==> images/congestion_map.png <==
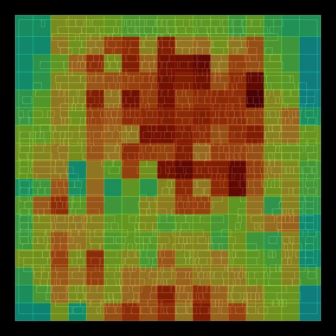
==> images/layers.png <==
Bar = 20 um. Two of the layers only.
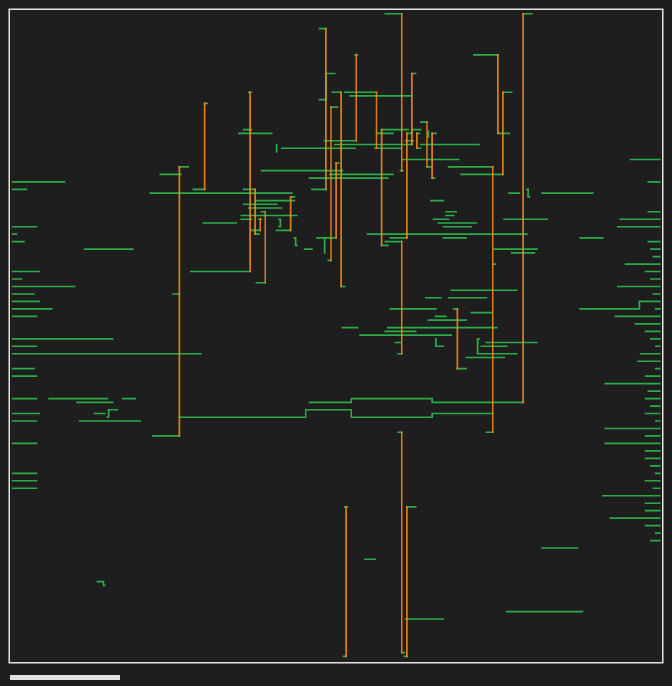
==> images/closeup.png <==
Bar = 5 um. Region (79, 79) to (99, 99) um. Cells in gray, sequential cells in the stronger gray; small squares are vias.
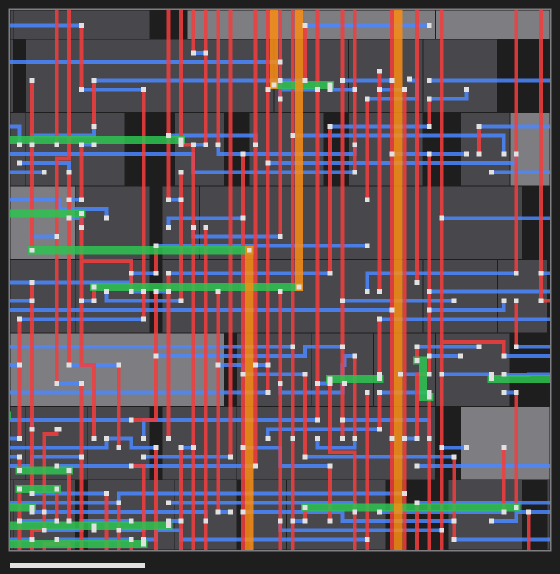
==> images/m1.png <==
Bar = 20 um. Cells faint in the background.
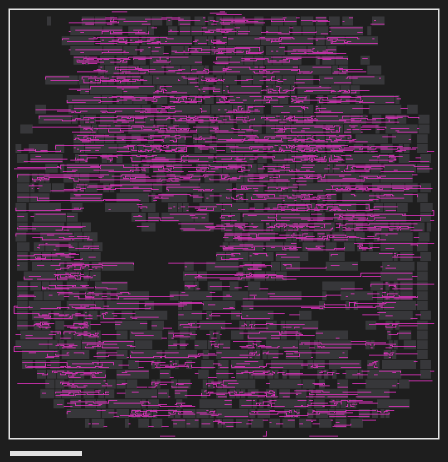
**src/rtl/if_stage.sv**
```systemverilog
// Instruction-fetch stage and IF/ID pipeline register of the RV32I pipelined core.
// Owns the PC, fetches one word per cycle and inserts bubbles on redirect or memory wait.
module if_stage #(
    parameter int unsigned     PC_W      = 32,
    parameter logic [PC_W-1:0] RESET_PC  = '0,
    parameter logic [31:0]     NOP_INSTR = 32'h0000_0013,
    parameter int unsigned     CNT_W     = 16
) (
    input  logic             clk,
    input  logic             rst_n,
    output logic [PC_W-1:0]  imem_addr_o,
    input  logic [31:0]      imem_rdata_i,
    input  logic             imem_valid_i,
    input  logic             stall_i,
    input  logic             redirect_i,
    input  logic [PC_W-1:0]  redirect_pc_i,
    output logic             id_valid_o,
    output logic [PC_W-1:0]  id_pc_o,
    output logic [31:0]      id_instr_o,
    output logic [6:0]       id_opcode_o,
    output logic [CNT_W-1:0] bubble_cnt_o
);

    typedef enum logic [1:0] {
        ActFetch,
        ActWait,
        ActStall,
        ActRedirect
    } action_e;

    action_e          action;
    logic [PC_W-1:0]  pc_q, pc_d;
    logic             id_valid_q, id_valid_d;
    logic [PC_W-1:0]  id_pc_q, id_pc_d;
    logic [31:0]      id_instr_q, id_instr_d;
    logic [CNT_W-1:0] bubble_cnt_q, bubble_cnt_d;
    logic             bubble;

    // Fixed priority: redirect beats stall beats fetch/wait.
    always_comb begin
        action = ActFetch;
        if (redirect_i) begin
            action = ActRedirect;
        end else if (stall_i) begin
            action = ActStall;
        end else if (!imem_valid_i) begin
            action = ActWait;
        end
    end

    always_comb begin
        pc_d       = pc_q;
        id_valid_d = id_valid_q;
        id_pc_d    = id_pc_q;
        id_instr_d = id_instr_q;
        bubble     = 1'b0;
        unique case (action)
            ActRedirect: begin
                pc_d       = {redirect_pc_i[PC_W-1:2], 2'b00};
                id_valid_d = 1'b0;
                id_instr_d = NOP_INSTR;
                bubble     = 1'b1;
            end
            ActStall: begin
            end
            ActWait: begin
                id_valid_d = 1'b0;
                id_instr_d = NOP_INSTR;
                bubble     = 1'b1;
            end
            ActFetch: begin
                pc_d       = pc_q + PC_W'(4);
                id_valid_d = 1'b1;
                id_pc_d    = pc_q;
                id_instr_d = imem_rdata_i;
            end
            default: begin
            end
        endcase
    end

    // Saturating: once all-ones the counter sticks.
    always_comb begin
        bubble_cnt_d = bubble_cnt_q;
        if (bubble && (bubble_cnt_q != {CNT_W{1'b1}})) begin
            bubble_cnt_d = bubble_cnt_q + CNT_W'(1);
        end
    end

    always_ff @(posedge clk or negedge rst_n) begin
        if (!rst_n) begin
            pc_q         <= RESET_PC;
            id_valid_q   <= 1'b0;
            id_pc_q      <= '0;
            id_instr_q   <= NOP_INSTR;
            bubble_cnt_q <= '0;
        end else begin
            pc_q         <= pc_d;
            id_valid_q   <= id_valid_d;
            id_pc_q      <= id_pc_d;
            id_instr_q   <= id_instr_d;
            bubble_cnt_q <= bubble_cnt_d;
        end
    end

    assign imem_addr_o  = pc_q;
    assign id_valid_o   = id_valid_q;
    assign id_pc_o      = id_pc_q;
    assign id_instr_o   = id_instr_q;
    assign id_opcode_o  = id_instr_q[6:0];
    assign bubble_cnt_o = bubble_cnt_q;

endmodule

```
**config.mk**
```make
export PLATFORM = sky130hd
export DESIGN_NAME = if_stage
export DESIGN_NICKNAME = d
export VERILOG_FILES = /design/src/rtl/if_stage.sv
export SDC_FILE = /design/constraint.sdc
export NUM_CORES = 1
export LEC_CHECK = 0
export CAP_MARGIN = 30
export CORE_UTILIZATION = 40
export DETAILED_ROUTE_END_ITERATION = 10
export PLACE_DENSITY = 0.86
export RECOVER_POWER = 25
export SYNTH_ARGS = -nofsm -noshare
export SYNTH_HDL_FRONTEND = slang
export SYNTH_SLANG_ARGS = --single-unit
```
**constraint.sdc**
```tcl
create_clock -name clk -period 1.5 [get_ports clk]
set_input_delay 0.3 -clock clk [delete_from_list [all_inputs] [get_ports clk]]
set_output_delay 0.3 -clock clk [all_outputs]
set_load 0.01 [all_outputs]
```
==> impl_metrics.tcl <==
# yosys + openroad results
set metrics [dict create \
    ys.flops 109 \
    min_path_type "flip-flop to flip-flop" \
    wl_per_cell_um 17.6 \
    finalClockPeriodUsage_pct 118 \
    synth_seq_share_pct 50.2 \
    setup-tns-final_ns -2.60 \
    drt_iter0_drc 509 \
    async_flop_share_pct 100 \
    dp_slack_ns -0.831 \
    total_power_mw 10.0 \
    edf_count 0 \
    fin_crit_ns 1.77 \
    ioPinCount 189 \
    core_um2 13200 \
    regArea_um2 2740 \
    grt_pass1_vias 5486 \
    endpoint "imem_addr_o[19]" \
    clock_buffers 15 \
    nets 956 \
    cp.required_ns 1.73 \
    mux_share_pct 4.53 \
    io_buffers 182 \
    maxCapViolCount 0 \
    worstHoldEndpoint "id_instr_o[23]" \
    power.density_nw_per_um2 1070 \
    die-area_um2 14100 \
    area_growth_pct 71.8 \
    whs_ns 0.459 \
    synthAoiAreaFrac_pct 12.7 \
    dieWidth_um 119 \
    seq-cell-share_pct 29.3 \
    ys_sh_simple_pct 24.2 \
    slowest_stage "dfrtp_1" \
    layout_top_cell "buf_4" \
    antenna_found_initial 0 \
    final-nonclk-buf-share_pct 32.9 \
    fp_util_pct 41.1 \
    dpl_cell_area_um2 8280 \
    logic_gates 396 \
    place_hpwl_mm 11.6 \
    tightest_slew_ns 0.637 \
    mappedNetlistArea_um2 5440 \
    crit_buf_inv 3 \
    logic_area_um2 2950 \
    synth_area_leader_cell "dfrtp_1" \
    cts_buffer_depth 2 \
    drive_gt1_share_pct 32.5 \
    yosysCellCount 571 \
    endpoint_kind "flip-flop" \
    via_count 5756 \
    cts_buffers 9 \
    inv_count 23 \
    ir_drop_uv 793 \
    grt_max_degree 68 \
    n_fill_cell 986 \
    drtAntennaViolNets 0 \
    synth_top_area_share_pct 48.7 \
    layout_top_cells "buf_4 (127), dfrtp_1 (99), dlygate4sd2_1 (96), nand2_1 (86), clkdlybuf4s50_1 (62)" \
    most_common_cell "dfrtp_1" \
    common_cells "dfrtp_1 (106), nand2_1 (91), nand3_1 (52)" \
    logic_family "simple AND/OR/NAND/NOR gates" \
    cp_common_cell "buf_6" \
    buffers_excl_clock 345 \
    warning_count 31 \
    violations "negative setup slack" \
    topCellsByArea "dfrtp_1 (49%), nand2_1 (6.3%), nand3_1 (4.8%), mux2_2 (4.1%), o22a_1 (2.1%)" \
    yosysChipArea_um2 5440 \
    synthFlopType "dfrtp_1" \
    cts.sinks 109 \
    dominant_cells "buffers" \
    grt_setup_unrepaired "yes" \
    rr_endpoint "imem_addr_o[19]" \
    status "finished, violations left" \
    syn_inst 571 \
    yosys_warnings 0 \
    postSynthAreaPerCell_um2 9.53 \
    min_from "id_instr_o[23]" \
    routed_via_density 5.40 \
    yosysUniqueCellTypes 60 \
    fp-row-count 42 \
    crit_fanout 5 \
    setup_violations 24 \
    flops 109 \
    critPathMaxStageDelay_ns 0.37 \
    cp_num_cells 7 \
    htree_levels 3 \
    diodes 0 \
    comb_share_pct 31.6 \
    crit_type "flip-flop to flip-flop" \
    final_max_slew_viol_count 0 \
    arrival_ns 2.01 \
    clockRootBuffer "clkbuf_16" \
    r2r_setup_slack_ns -0.27 \
    grt_pass1_wl_mm 27.8 \
    p_leak_nw 4.51 \
    max_freq_ghz 0.564 \
    r2r_cells 7 \
    place.gp.congestion 0.841 \
    max-slew-margin-rel_pct 57.5 \
    tap_cells 176 \
    die-height_um 119 \
    first_pass_iters 6 \
    yosys.area_share.adder_pct 0.689 \
    clk_share_pct 2.92 \
    hold_depth 2 \
    setup_ws_ns -0.274 \
]
Notes on congestion_map.png above:
met1 Use GR: 31.3%
GR peak layer: met2
Final Core Density: 70.6%

Notes on layers.png above:
[orange] M4 | wire length: 633 um
[green] M3 | wire length: 1,020 um

Notes on closeup.png above:
[orange] M4
[red] M2
[blue] M1
[green] M3
sequential cells in the window: 1
cells with their middle in the window: 33
most frequent: buf_4 (10)
netlist names of flops here include: imem_addr_o (1)

Notes on m1.png above:
longest straight run: 26.2 um
wire length on this layer: 7,500 um
share of all routed wire: 40%
nets with wire on the layer: 845
main direction: horizontal

-- worst reg2reg max path, delay by kind of cell, from the launching register on --
| family | cells | cell delay [ns] |
|---|---|---|
| DFF | 1 | 0.37 |
| and+or+nand+nor | 3 | 0.69 |
| buffers and inverters | 3 | 0.48 |
| AOI/OAI and AO/OA | 1 | 0.12 |
-- what timing repair did --
| action | 4_1_cts | 5_1_grt |
|---|---|---|
| pin swaps | 24 | 39 |
| setup endpoints to repair | 214 | 52 |
| hold buffers | 1 | 0 |
| resized | 189 | 85 |
| buffers inserted | 32 | 26 |
| endpoints found under the hold margin | 60 | 0 |
| gates cloned | 1 | 0 |
-- sequential cells by signal (all words and copies together) (netlist names) --
name	count
id_valid_o	1
id_instr_o	32
id_pc_o	30
bubble_cnt_o	16
imem_addr_o	30
-- routing by layer --
layer | up-vias | wire length, um | GRT usage [%] | part of all wire, %
li1 | 2667 | - | - | -
met1 | 2748 | 7500 | 31.3 | 40
met2 | 278 | 9590 | 42.2 | 51
met3 | 63 | 1020 | 3.91 | 5.5
met4 | 0 | 633 | 11.6 | 3.4
met5 | - | 0 | 0 | 0
-- power by group --
| part | leakage (nW) | internal [mW] | switching [mW] | total, mW |
|---|---|---|---|---|
| Sequential | 1.35 | 3.45 | 0.376 | 3.83 |
| Combinational | 3.02 | 2.07 | 1.85 | 3.91 |
| Clock | 0.134 | 1.22 | 1.06 | 2.28 |
-- through the flow --
| stage | utilization, % | instances |
|---|---|---|
| after global placement | 62.5 | 992 |
| after floorplan | - | 574 |
| after detailed placement | 62.5 | 992 |
| final | 70.6 | 1065 |
| after CTS | 67.1 | 1042 |
| after global routing | 70.6 | 1065 |
Power and IR drop assume default switching activity.
